===== config.mk =====
export PLATFORM = sky130hd
export DESIGN_NAME = nmos_dma_slot_arbiter
export DESIGN_NICKNAME = d
export VERILOG_FILES = /design/src/rtl/nmos_dma_pkg.sv /design/src/rtl/nmos_dma_slot_decode.sv /design/src/rtl/nmos_dma_slot_arbiter.sv
export SDC_FILE = /design/constraint.sdc
export NUM_CORES = 1
export LEC_CHECK = 0
export CAP_MARGIN = 20
export CORE_MARGIN = 4
export CORE_UTILIZATION = 45
export CTS_BUF_LIST = sky130_fd_sc_hd__clkbuf_8
export CTS_CLUSTER_DIAMETER = 200
export CTS_CLUSTER_SIZE = 20
export DETAILED_ROUTE_END_ITERATION = 10
export PLACE_DENSITY = 0.75
export SETUP_SLACK_MARGIN = 0.5
export SLEW_MARGIN = 20
export SYNTH_ARGS = -nofsm -noshare
export SYNTH_HDL_FRONTEND = slang
export SYNTH_SLANG_ARGS = --single-unit

===== constraint.sdc =====
create_clock -name C28M -period 5.4 [get_ports C28M]
set_clock_uncertainty 0.1 [all_clocks]
set_input_delay 1.08 -clock C28M [delete_from_list [all_inputs] [get_ports C28M]]
set_output_delay 1.08 -clock C28M [all_outputs]
set_load 0.02 [all_outputs]

===== src/rtl/nmos_dma_pkg.sv =====
// Shared owner codes, fixed-slot map boundaries and the decoded-slot struct for the DMA slot arbiter.
// Purely declarative: no latency and no flow control of its own.
package nmos_dma_pkg;

  localparam int LINE_LEN_DEF = 227;
  localparam int HPOS_W_DEF   = 9;

  typedef enum logic [3:0] {
    OWN_IDLE = 4'd0,
    OWN_REF  = 4'd1,
    OWN_DSK  = 4'd2,
    OWN_AUD  = 4'd3,
    OWN_SPR  = 4'd4,
    OWN_BPL  = 4'd5,
    OWN_COP  = 4'd6,
    OWN_BLT  = 4'd7,
    OWN_CPU  = 4'd8
  } owner_t;

  typedef enum logic [2:0] {
    FIX_NONE,
    FIX_REF,
    FIX_DSK,
    FIX_AUD,
    FIX_SPR
  } fix_t;

  // All fixed slots are odd and below 64, so the low six bits of HPOS are enough.
  localparam logic [5:0] REF_FIRST = 6'h01;
  localparam logic [5:0] DSK_FIRST = 6'h09;
  localparam logic [5:0] AUD_FIRST = 6'h0F;
  localparam logic [5:0] SPR_FIRST = 6'h17;
  localparam logic [5:0] SPR_LAST  = 6'h35;

  typedef struct packed {
    fix_t       cls;
    logic [2:0] idx;
  } slot_dec_t;

endpackage


===== src/rtl/nmos_dma_slot_decode.sv =====
// Maps a slot number to its fixed-slot class and audio/sprite channel; purely combinational.
// No state, so it never stalls; the caller samples it on the CCK strobe edge.
module nmos_dma_slot_decode
  import nmos_dma_pkg::*;
#(
  parameter int HPOS_W = HPOS_W_DEF
) (
  input  logic [HPOS_W-1:0] nh,
  output slot_dec_t         dec
);

  logic [5:0] lo;
  logic       low_region;

  assign lo         = nh[5:0];
  assign low_region = ((nh >> 6) == '0) && lo[0];

  always_comb begin
    dec.cls = FIX_NONE;
    dec.idx = 3'd0;
    if (low_region) begin
      if (lo >= REF_FIRST && lo < DSK_FIRST) begin
        dec.cls = FIX_REF;
      end else if (lo >= DSK_FIRST && lo < AUD_FIRST) begin
        dec.cls = FIX_DSK;
      end else if (lo >= AUD_FIRST && lo < SPR_FIRST) begin
        dec.cls = FIX_AUD;
        dec.idx = 3'((lo - AUD_FIRST) >> 1);
      end else if (lo >= SPR_FIRST && lo <= SPR_LAST) begin
        // Each sprite owns two consecutive odd slots.
        dec.cls = FIX_SPR;
        dec.idx = 3'((lo - SPR_FIRST) >> 2);
      end
    end
  end

endmodule


===== src/rtl/nmos_dma_slot_arbiter.sv =====
// Chip-bus DMA slot scheduler: one grant per CCK strobe, latency one strobe edge, requests held as levels until granted.
// Optional long-line (NTSC 227/228 alternation) support is enabled by defining DMA_ARB_LOL_EN.
module nmos_dma_slot_arbiter
  import nmos_dma_pkg::*;
#(
  parameter int LINE_LEN = LINE_LEN_DEF,
  parameter int HPOS_W   = HPOS_W_DEF
) (
  input  logic              C28M,
  input  logic              RESET_n,
  input  logic              CCK_STB,
  input  logic              NTSC,
  input  logic              DSK_REQ,
  input  logic [3:0]        AUD_REQ,
  input  logic [7:0]        SPR_REQ,
  input  logic              BPL_REQ,
  input  logic              COP_REQ,
  input  logic              BLT_REQ,
  input  logic              CPU_REQ,
  input  logic              BLTPRI,
  output logic [HPOS_W-1:0] HPOS,
  output logic [3:0]        SLOT_OWN,
  output logic [2:0]        SLOT_IDX,
  output logic              SLOT_STB,
  output logic              LINE_STB,
  output logic              LOL
);

  localparam logic [HPOS_W-1:0] LAST_SHORT = HPOS_W'(LINE_LEN - 1);

  logic [HPOS_W-1:0] last;
  logic [HPOS_W-1:0] nh;
  slot_dec_t         dec;
  owner_t            own_q;
  owner_t            own_d;
  logic [2:0]        idx_d;
  logic [1:0]        cpu_wait;
  logic [1:0]        cpu_wait_d;
  logic              yield;

`ifdef DMA_ARB_LOL_EN
  logic lol_q;

  assign last = lol_q ? HPOS_W'(LINE_LEN) : LAST_SHORT;
  assign LOL  = lol_q;

  always_ff @(posedge C28M or negedge RESET_n) begin
    if (!RESET_n) begin
      lol_q <= 1'b0;
    end else if (CCK_STB && nh == '0) begin
      lol_q <= NTSC ? !lol_q : 1'b0;
    end
  end
`else
  logic unused_ntsc;

  assign unused_ntsc = NTSC;
  assign last        = LAST_SHORT;
  assign LOL         = 1'b0;
`endif

  assign nh       = (HPOS == last) ? '0 : HPOS + 1'b1;
  assign SLOT_OWN = own_q;

  nmos_dma_slot_decode #(.HPOS_W(HPOS_W)) u_decode (
    .nh  (nh),
    .dec (dec)
  );

  // A CPU starved for three slots pushes a non-nasty blitter aside once.
  assign yield = !BLTPRI && CPU_REQ && (cpu_wait == 2'd3);

  always_comb begin
    own_d = OWN_IDLE;
    idx_d = 3'd0;
    if (dec.cls == FIX_REF) begin
      own_d = OWN_REF;
    end else if (dec.cls == FIX_DSK && DSK_REQ) begin
      own_d = OWN_DSK;
    end else if (dec.cls == FIX_AUD && AUD_REQ[dec.idx[1:0]]) begin
      own_d = OWN_AUD;
      idx_d = dec.idx;
    end else if (dec.cls == FIX_SPR && SPR_REQ[dec.idx]) begin
      own_d = OWN_SPR;
      idx_d = dec.idx;
    end else if (BPL_REQ) begin
      own_d = OWN_BPL;
    end else if (!nh[0] && COP_REQ) begin
      own_d = OWN_COP;
    end else if (BLT_REQ && !yield) begin
      own_d = OWN_BLT;
    end else if (CPU_REQ) begin
      own_d = OWN_CPU;
    end
  end

  always_comb begin
    cpu_wait_d = cpu_wait;
    if (!CPU_REQ || own_d == OWN_CPU) begin
      cpu_wait_d = 2'd0;
    end else if (cpu_wait != 2'd3) begin
      cpu_wait_d = cpu_wait + 2'd1;
    end
  end

  always_ff @(posedge C28M or negedge RESET_n) begin
    if (!RESET_n) begin
      HPOS     <= '0;
      own_q    <= OWN_IDLE;
      SLOT_IDX <= 3'd0;
      SLOT_STB <= 1'b0;
      LINE_STB <= 1'b0;
      cpu_wait <= 2'd0;
    end else begin
      SLOT_STB <= CCK_STB;
      LINE_STB <= CCK_STB && (nh == '0);
      if (CCK_STB) begin
        HPOS     <= nh;
        own_q    <= own_d;
        SLOT_IDX <= idx_d;
        cpu_wait <= cpu_wait_d;
      end
    end
  end

endmodule

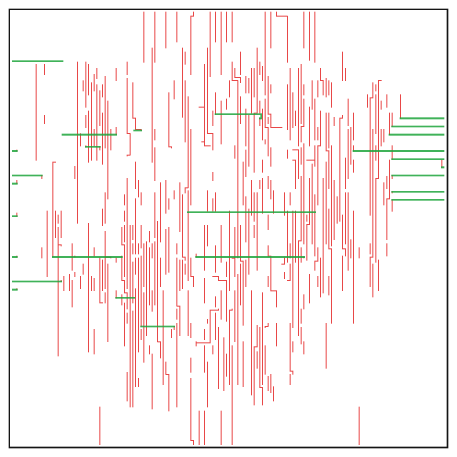
Figure 1: metal layers overlaid.
Scale: 6 px per um. Two of the layers only.
legend:
  met3:
    colour: green
    wire_length: 179 um
  met2:
    colour: red
    wire_length: 2320 um
DR WL/cell: 16.1 um
via count: 1755
all-layer global routing usage: 0.191
Routed Wire Length: 4760 um

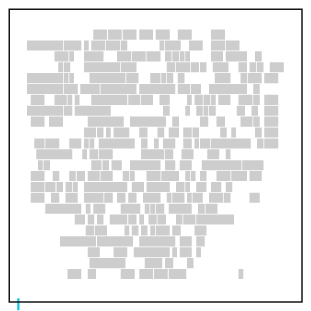
Figure 2: I/O nets highlighted.
Scale: 4 px per um.
legend:
  `NTSC`:
    colour: cyan
    bits: 1
    direction: input
    edge: bottom
    end_cells: 0
    buffers: 0
port bufs: 38
# IOs: 41

==> results.yml <==
# synthesis and place-and-route metrics
synthesis:
  yosys_register_bits: 20
  synthCells: 216
  edf_count: 0
  ys_warn_count: 0
  adder_share: 0.0397
  top_logic_kind: "AND-OR/OR-AND gates"
power:
  swShare: 0.483
  clkPwrFrac: 0.130
  leakage_nw: 0.902
  power_frac_seq: 0.225
route:
  firstDrtPassIters: 4
  drc_errors: 0
critical_path:
  critPathLaunch: "HPOS[0]"
  end_kind: "flip-flop"
  worstSetupPathType: "reg2reg"
  cp-start-kind: "flip-flop"
finish:
  fill_cells: 390
  fin_util: 0.581
  fin_cells: 296
floorplanning:
  rows: 23
min_path:
  min_path_type: "reg2reg"
global_routing:
  gr-usage-met3: 0.0179
  grt_pass1_wl_um: 8220
timing:
  min_period_ns: 4.58
  tightestPinTransition_ns: 0.876
  maxSlewHeadroom: 0.414
status:
  status: "finished, final reports clean"
clocking:
  cts_buffers: 3
  cts_setup_buffers: 0
  cts_tree: "yes"
  path_clk_slew_ns: 0.08
placed_design:
  gp_congestion: 0.865
  place_inst: 292
  place_hpwl_um: 3590
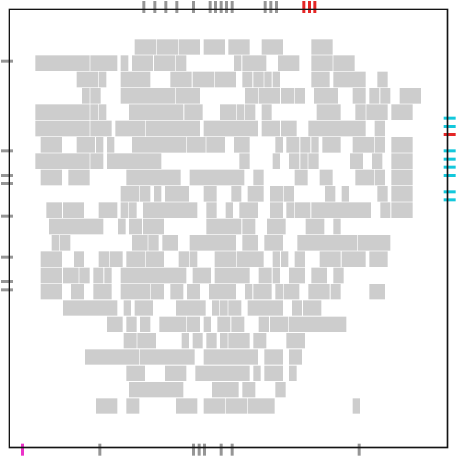
Figure 3: I/O pins on the die edge.
Scale: 6 px per um. Pins as bars across the die edge, other pins in grey.
legend:
  `NTSC`:
    colour: magenta
    pins: 1
    direction: input
    edge: bottom
  `SPR_REQ`:
    colour: cyan
    pins: 8
    direction: input
    edge: right
  `AUD_REQ`:
    colour: red
    pins: 4
    direction: input
    edge: 3 top, 1 right
all pins by edge: 16 top, 9 right, 8 left, 8 bottom
die height: 72.8 um
Die Wd: 72.8 um

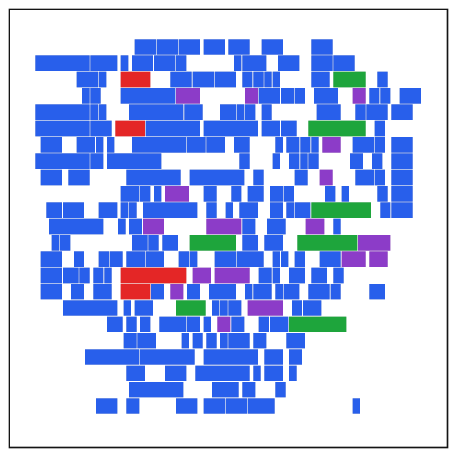
Figure 4: sizing map.
Scale: 6 px per um.
legend:
  drive 3 to 4:
    colour: green
    cells: 7
    share: 2.8%
  drive 1 or less:
    colour: blue
    cells: 218
    share: 89%
  drive 6 and up:
    colour: red
    cells: 4
    share: 1.6%
  drive 2:
    colour: purple
    cells: 17
    share: 6.9%
Non-clock buffers: 38
Area Overhead vs Synth: 24.0%
setup ws final: 0.816 ns
Final Cell Area: 2340 um2

cell usage in the layout, fill, tap and decap left out, types with 3 or more instances in the layout:
cell type	netlist	final
nor3_1	8	8
nor2_1	7	6
a21o_1	5	5
o21ai_0	10	10
and3_1	4	4
clkbuf_8	0	3
or3_1	3	3
a21oi_1	11	10
nand2_1	25	25
ha_1	6	6
clkdlybuf4s50_1	0	38
xnor2_1	9	9
o31ai_1	4	4
o2bb2ai_1	4	4
dfrtp_1	20	20
nand4_1	7	7
inv_1	8	8
nand3_1	14	14
nor2b_1	4	4
registers in the layout, summed over array words and instances (netlist names):
signal    cells
cpu_wait      2
LINE_STB      1
SLOT_OWN      4
SLOT_IDX      3
HPOS          9
SLOT_STB      1
through the flow:
stage / hold slack, ns / area, um2 / worst slack (ns)
finish: 0.399 / 2340 / 0.816
global route: 0.419 / 2340 / 0.497
CTS: 0.401 / 2340 / 0.858
detailed placement: 0.376 / 2260 / 0.891
global placement: 0.381 / 2260 / 0.908
floorplan: 0.392 / 1890 / 1.32
area by class of cell:
class / instances / area share
clock inverters: 1 / 0.0128
multi-input cells: 176 / 0.554
well taps: 50 / 0.0267
clock buffers: 3 / 0.0176
inverters: 8 / 0.0128
flip-flops and latches: 20 / 0.214
repair buffers: 38 / 0.162
Yosys cell counts, types with 2 or more instances:
cell type	n	area share
nor2b_1	4	0.013
nor3_1	8	0.021
a211o_1	2	0.0093
nand2_1	25	0.050
buf_2	3	0.0079
buf_6	2	0.012
o21ai_0	10	0.026
dfrtp_1	20	0.26
a21o_1	5	0.020
a2bb2oi_1	2	0.0093
o2bb2ai_1	4	0.019
inv_1	8	0.016
o311ai_4	2	0.028
o311ai_2	2	0.017
clkbuf_1	6	0.012
a21oi_1	11	0.029
a211oi_1	2	0.0079
nand2_2	2	0.0066
o221ai_1	2	0.0093
nand4_1	7	0.023
o21ai_1	2	0.0053
and3_1	4	0.013
or2_2	2	0.0066
nand3_1	14	0.037
a31oi_1	2	0.0066
o31ai_1	4	0.016
nor2_1	7	0.014
xnor2_1	9	0.042
mux2_2	2	0.012
a32o_1	2	0.011
or3_1	3	0.0099
ha_1	6	0.040
path summary, 6_finish.rpt:
check	to	slack, ns	cells after the start
setup / recovery	SLOT_OWN[2]	0.82	16
hold / removal	SLOT_IDX[0]	0.40	1
setup reg to reg	SLOT_OWN[2]	0.82	16
hold reg to reg	SLOT_IDX[0]	0.40	1
max in group asynchronous	SLOT_OWN[2]	3.45	1
min in group asynchronous	HPOS[4]	1.21	1
worst max-delay path: stages, from the launching register on:
cell and delay (ns):
dfrtp_1 0.48, inv_1 0.15, ha_1 0.15, or4b_4 0.53, nor3_2 0.40, nand2b_1 0.20
inv_1 0.06, ha_1 0.24, inv_1 0.11, nand2_1 0.06, a211oi_1 0.37, a311o_2 0.25
nand2_2 0.11, mux2_4 0.32, o221a_1 0.29, a2111oi_0 0.43, mux2_2 0.24
power groups by stage:
stage / logic (mW) / clock network, mW / registers [mW]
after floorplan: 0.566 / 0 / 0.258
after global placement: 0.727 / 0 / 0.262
after detailed placement: 0.742 / 0 / 0.263
after CTS: 0.747 / 0.153 / 0.264
after global routing: 0.825 / 0.161 / 0.274
final: 0.752 / 0.152 / 0.263
Power and IR drop assume default switching activity.
